Run 1, signal wires on met4:
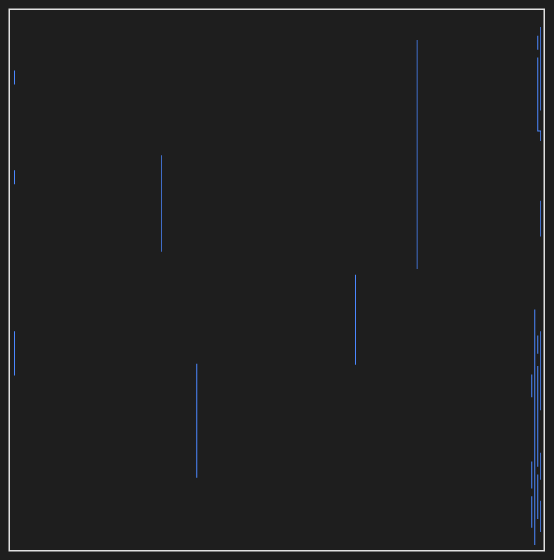
Run 1, met2 routing:
Scale bar: 50 microns.
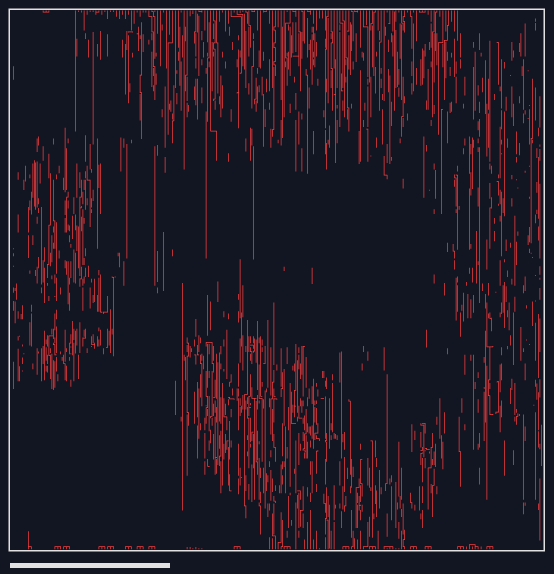
Run 1, met1 routing:
Cells faint in the background.
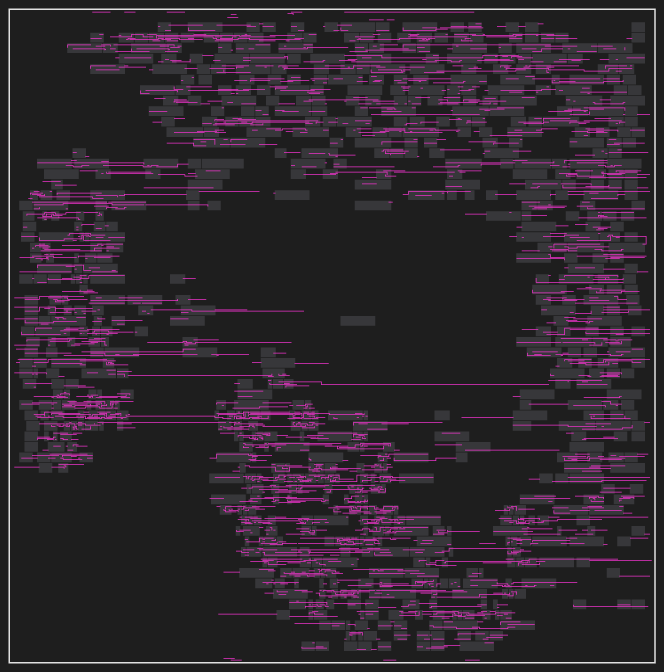
`src/rtl/turf_udp_hsk_mux.sv`:
```
// Purpose : route UDP housekeeping packets to one of NCHAN channels by destination
//           port, remember each channel's last sender, and count drops/truncations.
// Latency : payload is a zero-latency combinational pass-through; header takes 1 cycle.
// Backpres: upstream data ready follows the selected channel's ready; unrouted or
//           truncated remainders are drained at full rate; headers stall outside IDLE.
// Ports   : s_udphdr_*  header stream {src_ip, src_port, dst_port}
//           s_udpdata_* payload stream in; m_udpdata_* per-channel payload out (slice k)
//           ret_*_o     per-channel last-sender address; *_count_o saturating counters
module turf_udp_hsk_mux #(
   parameter int          NCHAN      = 2,
   parameter logic [15:0] BASE_PORT  = 16'h5368,
   parameter int          MAX_BEATS  = 64,
   parameter logic [31:0] DEFAULT_IP = {8'd10, "DA", 8'd1}
) (
   input  logic                  aclk,
   input  logic                  areset,
   input  logic [63:0]           s_udphdr_tdata,
   input  logic                  s_udphdr_tvalid,
   output logic                  s_udphdr_tready,
   input  logic [63:0]           s_udpdata_tdata,
   input  logic [7:0]            s_udpdata_tkeep,
   input  logic                  s_udpdata_tlast,
   input  logic                  s_udpdata_tvalid,
   output logic                  s_udpdata_tready,
   output logic [64*NCHAN-1:0]   m_udpdata_tdata,
   output logic [8*NCHAN-1:0]    m_udpdata_tkeep,
   output logic [NCHAN-1:0]      m_udpdata_tlast,
   output logic [NCHAN-1:0]      m_udpdata_tvalid,
   input  logic [NCHAN-1:0]      m_udpdata_tready,
   output logic [32*NCHAN-1:0]   ret_ip_o,
   output logic [16*NCHAN-1:0]   ret_port_o,
   output logic [NCHAN-1:0]      ret_valid_o,
   output logic [15:0]           drop_count_o,
   output logic [15:0]           trunc_count_o
);

   localparam int          SELW      = (NCHAN > 1) ? $clog2(NCHAN) : 1;
   localparam logic [15:0] LAST_BEAT = 16'(MAX_BEATS - 1);

   typedef enum logic [1:0] {
      IDLE  = 2'd0,
      FWD   = 2'd1,
      DRAIN = 2'd2
   } state_t;

   state_t              state_q, state_d;
   logic [SELW-1:0]     sel_q, sel_d;
   logic [15:0]         beat_q, beat_d;
   logic [15:0]         drop_q, drop_d;
   logic [15:0]         trunc_q, trunc_d;
   logic [32*NCHAN-1:0] ret_ip_q, ret_ip_d;
   logic [16*NCHAN-1:0] ret_port_q, ret_port_d;
   logic [NCHAN-1:0]    ret_valid_q, ret_valid_d;

   logic [15:0] idx;
   logic        routed;
   logic        hdr_hs;
   logic        data_hs;
   logic        at_limit;
   logic        ret_ld;
   logic        drop_inc;
   logic        trunc_inc;

   // Channel index; a destination below BASE_PORT wraps to a large value and is dropped.
   assign idx      = s_udphdr_tdata[15:0] - BASE_PORT;
   assign routed   = (idx < 16'(NCHAN));

   // Reset forces IDLE asynchronously, so the header ready must be masked explicitly.
   assign s_udphdr_tready = (state_q == IDLE) && !areset;
   assign hdr_hs          = s_udphdr_tvalid && s_udphdr_tready;
   assign data_hs         = s_udpdata_tvalid && s_udpdata_tready;

   // The beat currently offered is number beat_q+1; this flags the last allowed beat.
   assign at_limit = (beat_q == LAST_BEAT);

   // Data and keep are broadcast; only the selected channel's tvalid qualifies them.
   assign m_udpdata_tdata = {NCHAN{s_udpdata_tdata}};
   assign m_udpdata_tkeep = {NCHAN{s_udpdata_tkeep}};

   always_comb begin
      state_d          = state_q;
      sel_d            = sel_q;
      beat_d           = beat_q;
      ret_ld           = 1'b0;
      drop_inc         = 1'b0;
      trunc_inc        = 1'b0;
      s_udpdata_tready = 1'b0;
      m_udpdata_tvalid = '0;
      m_udpdata_tlast  = '0;

      case (state_q)
         IDLE: begin
            if (hdr_hs) begin
               if (routed) begin
                  sel_d   = idx[SELW-1:0];
                  beat_d  = 16'd0;
                  ret_ld  = 1'b1;
                  state_d = FWD;
               end else begin
                  drop_inc = 1'b1;
                  state_d  = DRAIN;
               end
            end
         end

         FWD: begin
            s_udpdata_tready          = m_udpdata_tready[sel_q];
            m_udpdata_tvalid[sel_q]   = s_udpdata_tvalid;
            // A packet that reaches the beat limit is closed off downstream here.
            m_udpdata_tlast[sel_q]    = s_udpdata_tlast || at_limit;
            if (data_hs) begin
               beat_d = beat_q + 16'd1;
               if (s_udpdata_tlast) begin
                  state_d = IDLE;
               end else if (at_limit) begin
                  trunc_inc = 1'b1;
                  state_d   = DRAIN;
               end
            end
         end

         DRAIN: begin
            s_udpdata_tready = 1'b1;
            if (data_hs && s_udpdata_tlast) begin
               state_d = IDLE;
            end
         end

         default: begin
            state_d = IDLE;
         end
      endcase
   end

   always_comb begin
      drop_d      = (drop_inc  && (drop_q  != 16'hFFFF)) ? drop_q  + 16'd1 : drop_q;
      trunc_d     = (trunc_inc && (trunc_q != 16'hFFFF)) ? trunc_q + 16'd1 : trunc_q;
      ret_ip_d    = ret_ip_q;
      ret_port_d  = ret_port_q;
      ret_valid_d = ret_valid_q;
      for (int k = 0; k < NCHAN; k++) begin
         if (ret_ld && (idx == 16'(k))) begin
            ret_ip_d[k*32 +: 32]   = s_udphdr_tdata[63:32];
            ret_port_d[k*16 +: 16] = s_udphdr_tdata[31:16];
            ret_valid_d[k]         = 1'b1;
         end
      end
   end

   always_ff @(posedge aclk or posedge areset) begin
      if (areset) begin
         state_q     <= IDLE;
         sel_q       <= '0;
         beat_q      <= 16'd0;
         drop_q      <= 16'd0;
         trunc_q     <= 16'd0;
         ret_valid_q <= '0;
         for (int k = 0; k < NCHAN; k++) begin
            ret_ip_q[k*32 +: 32]   <= DEFAULT_IP;
            ret_port_q[k*16 +: 16] <= BASE_PORT + 16'(k);
         end
      end else begin
         state_q     <= state_d;
         sel_q       <= sel_d;
         beat_q      <= beat_d;
         drop_q      <= drop_d;
         trunc_q     <= trunc_d;
         ret_ip_q    <= ret_ip_d;
         ret_port_q  <= ret_port_d;
         ret_valid_q <= ret_valid_d;
      end
   end

   assign ret_ip_o      = ret_ip_q;
   assign ret_port_o    = ret_port_q;
   assign ret_valid_o   = ret_valid_q;
   assign drop_count_o  = drop_q;
   assign trunc_count_o = trunc_q;

endmodule
```
`config.mk`:
```
export PLATFORM = sky130hd
export DESIGN_NAME = turf_udp_hsk_mux
export DESIGN_NICKNAME = d
export VERILOG_FILES = /design/src/rtl/turf_udp_hsk_mux.sv
export SDC_FILE = /design/constraint.sdc
export NUM_CORES = 1
export LEC_CHECK = 0
export CORE_AREA = 2 2 165 167
export DETAILED_ROUTE_END_ITERATION = 12
export DIE_AREA = 0 0 167 169
export PLACE_DENSITY = 0.68
export SYNTH_ARGS = -nofsm -noshare
export SYNTH_HDL_FRONTEND = slang
export SYNTH_SLANG_ARGS = --single-unit
export TNS_END_PERCENT = 5
```
`constraint.sdc`:
```
create_clock -name aclk -period 9.4 [get_ports aclk]
set_input_delay 0.94 -clock aclk [delete_from_list [all_inputs] [get_ports aclk]]
set_output_delay 0.94 -clock aclk [all_outputs]
set_load 0.01 [all_outputs]
```
==> flow_summary.json, run 1 <==
{
  "outcome": "completed",
  "pg_seq_w": 0.000706,
  "ys_types": 59,
  "drc": 0,
  "utilization": 0.3695,
  "finalNonFillerCells": 1108,
  "flop_area_sq_um": 3765,
  "crit_path_max_fanout": 28,
  "period_needed_ns": 4.366,
  "worstPathCellList": "clkdlybuf4s50_1 -> inv_1 -> ha_1 -> and3b_1 -> o21bai_1 -> a2111oi_2 -> and4b_1 -> nand2_1 -> or3_2 -> buf_4 -> mux2_4",
  "vdd_drop_max_uv": 101.4,
  "worst_slew_pin_slew_ns": 1.212,
  "worst-path-stages": 11,
  "logic_gate_count": 361,
  "maxSlewViolCount": 0,
  "area_growth_pct": 24.30,
  "largest_area_cell": "dfrtp_1",
  "wl_per_cell_microns": 16.15,
  "clkSlewWorstSetupHoldPaths_ns": 0.07,
  "synth.area.top_cells": "dfrtp_1 (38%), buf_4 (14%), mux2_2 (13%), dfstp_2 (9.7%), xnor2_1 (1.9%)",
  "core_area_sq_um": 26500,
  "layout_top_cell": "clkdlybuf4s50_1",
  "edf_count": 0,
  "dp_cells": 1076,
  "grt_pass1_wl_mm": 28.57,
  "dr.pass1.iters": 4,
  "whs_endpoint": "ret_valid_o[1]$_DFFE_PP0P_",
  "cp-end-kind": "flip-flop",
  "dr_wl_met3_mm": 1.169,
  "route.met2.wl_mm": 8.760,
  "r2r_end": "drop_count_o[15]$_DFFE_PP0P_",
  "swShare": 0.2874,
  "cts_max_level": 4,
  "syn_inst": 698,
  "avgSynthCellArea_sq_um": 11.29,
  "num-nonclk-buffers": 211,
  "num-clock-buffers": 18,
  "ys_seq_frac": 0.4779,
  "synth_flops": 149,
  "dieArea_sq_um": 28220,
  "grt_overflow": 0
}
## Picture notes: 'signal wires on met4'
longest straight run: 73.4 microns
nets with wire on the layer: 20
share of all routed wire: 2.5%
wire length on this layer: 444 microns
main direction: vertical
final WL: 17.89 mm
Vias: 5,117

## Picture notes: 'met2 routing'
longest straight run: 71.1 microns
wire length on this layer: 8,760 microns
main direction: vertical
share of all routed wire: 49%
nets with wire on the layer: 793
met2 GRT Util: 0.2097

## Picture notes: 'met1 routing'
longest straight run: 58.9 microns
main direction: horizontal
wire length on this layer: 7,520 microns
share of all routed wire: 42%
nets with wire on the layer: 747
met1 GRT Util: 0.1513

Run 1, the clock network:
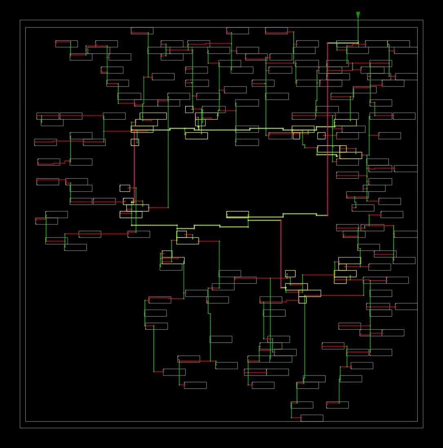

## Run 2: what changed since run 1
--- a/config.mk
+++ b/config.mk
@@ -8,7 +8,7 @@
 export CORE_AREA = 2 2 165 167
 export DETAILED_ROUTE_END_ITERATION = 12
 export DIE_AREA = 0 0 167 169
-export PLACE_DENSITY = 0.68
+export PLACE_DENSITY = 0.7
 export SYNTH_ARGS = -nofsm -noshare
 export SYNTH_HDL_FRONTEND = slang
 export SYNTH_SLANG_ARGS = --single-unit
==> constraint.sdc (replaced) <==
create_clock -name aclk -period 4 [get_ports aclk]
set_input_delay 0.4 -clock aclk [delete_from_list [all_inputs] [get_ports aclk]]
set_output_delay 0.4 -clock aclk [all_outputs]
set_load 0.01 [all_outputs]
Run 2, the clock network:
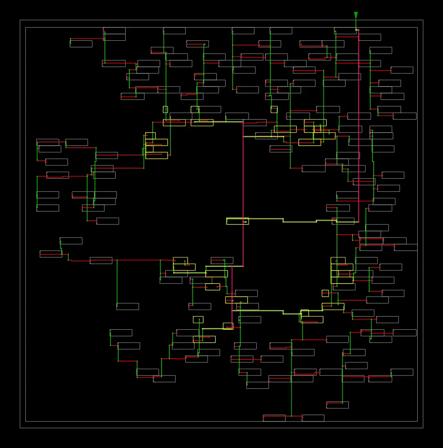
CTS Buf Count: 17
clock sinks: 149
clk pwr: 0.00156 W
clk_lat worst skew: 0.42 ns

==> flow_summary.json, run 2 <==
{
  "grt_pass1_wl_mm": 28.67,
  "largest_area_cell": "dfrtp_1",
  "core_area_sq_um": 26500,
  "cts_max_level": 4,
  "dp_cells": 1080,
  "ys_seq_frac": 0.4779,
  "clkSlewWorstSetupHoldPaths_ns": 0.07,
  "finalNonFillerCells": 1112,
  "period_needed_ns": 3.140,
  "num-nonclk-buffers": 215,
  "ys_types": 59,
  "use_met2": 0.1979,
  "pg_seq_w": 0.00166,
  "cp-end-kind": "flip-flop",
  "logic_gate_count": 361,
  "wl_mm": 17.75,
  "edf_count": 0,
  "route.met2.wl_mm": 8.462,
  "r2r_end": "beat_q[0]$_DFFE_PP0P_",
  "drc": 0,
  "worst-path-stages": 11,
  "crit_path_max_fanout": 48,
  "flop_area_sq_um": 3765,
  "maxSlewViolCount": 0,
  "num-clock-buffers": 17,
  "outcome": "completed",
  "vdd_drop_max_uv": 236.0,
  "synth_flops": 149,
  "syn_inst": 698,
  "grt_overflow": 0,
  "whs_endpoint": "ret_valid_o[0]$_DFFE_PP0P_",
  "gp_congestion": 0.7752,
  "synth.area.top_cells": "dfrtp_1 (38%), buf_4 (14%), mux2_2 (13%), dfstp_2 (9.7%), xnor2_1 (1.9%)",
  "vias": 5136,
  "worst_slew_pin_slew_ns": 0.8903,
  "area_growth_pct": 25.21,
  "worstPathCellList": "clkdlybuf4s50_1 -> inv_1 -> ha_1 -> and3b_1 -> o21bai_1 -> a2111oi_2 -> and4b_1 -> nand2_1 -> or3_2 -> buf_4 -> mux2_4",
  "utilization": 0.3722,
  "dr.pass1.iters": 4,
  "wl_per_cell_microns": 15.96,
  "dr_wl_met3_mm": 1.240,
  "dieArea_sq_um": 28220
}
Power and IR drop assume default switching activity.
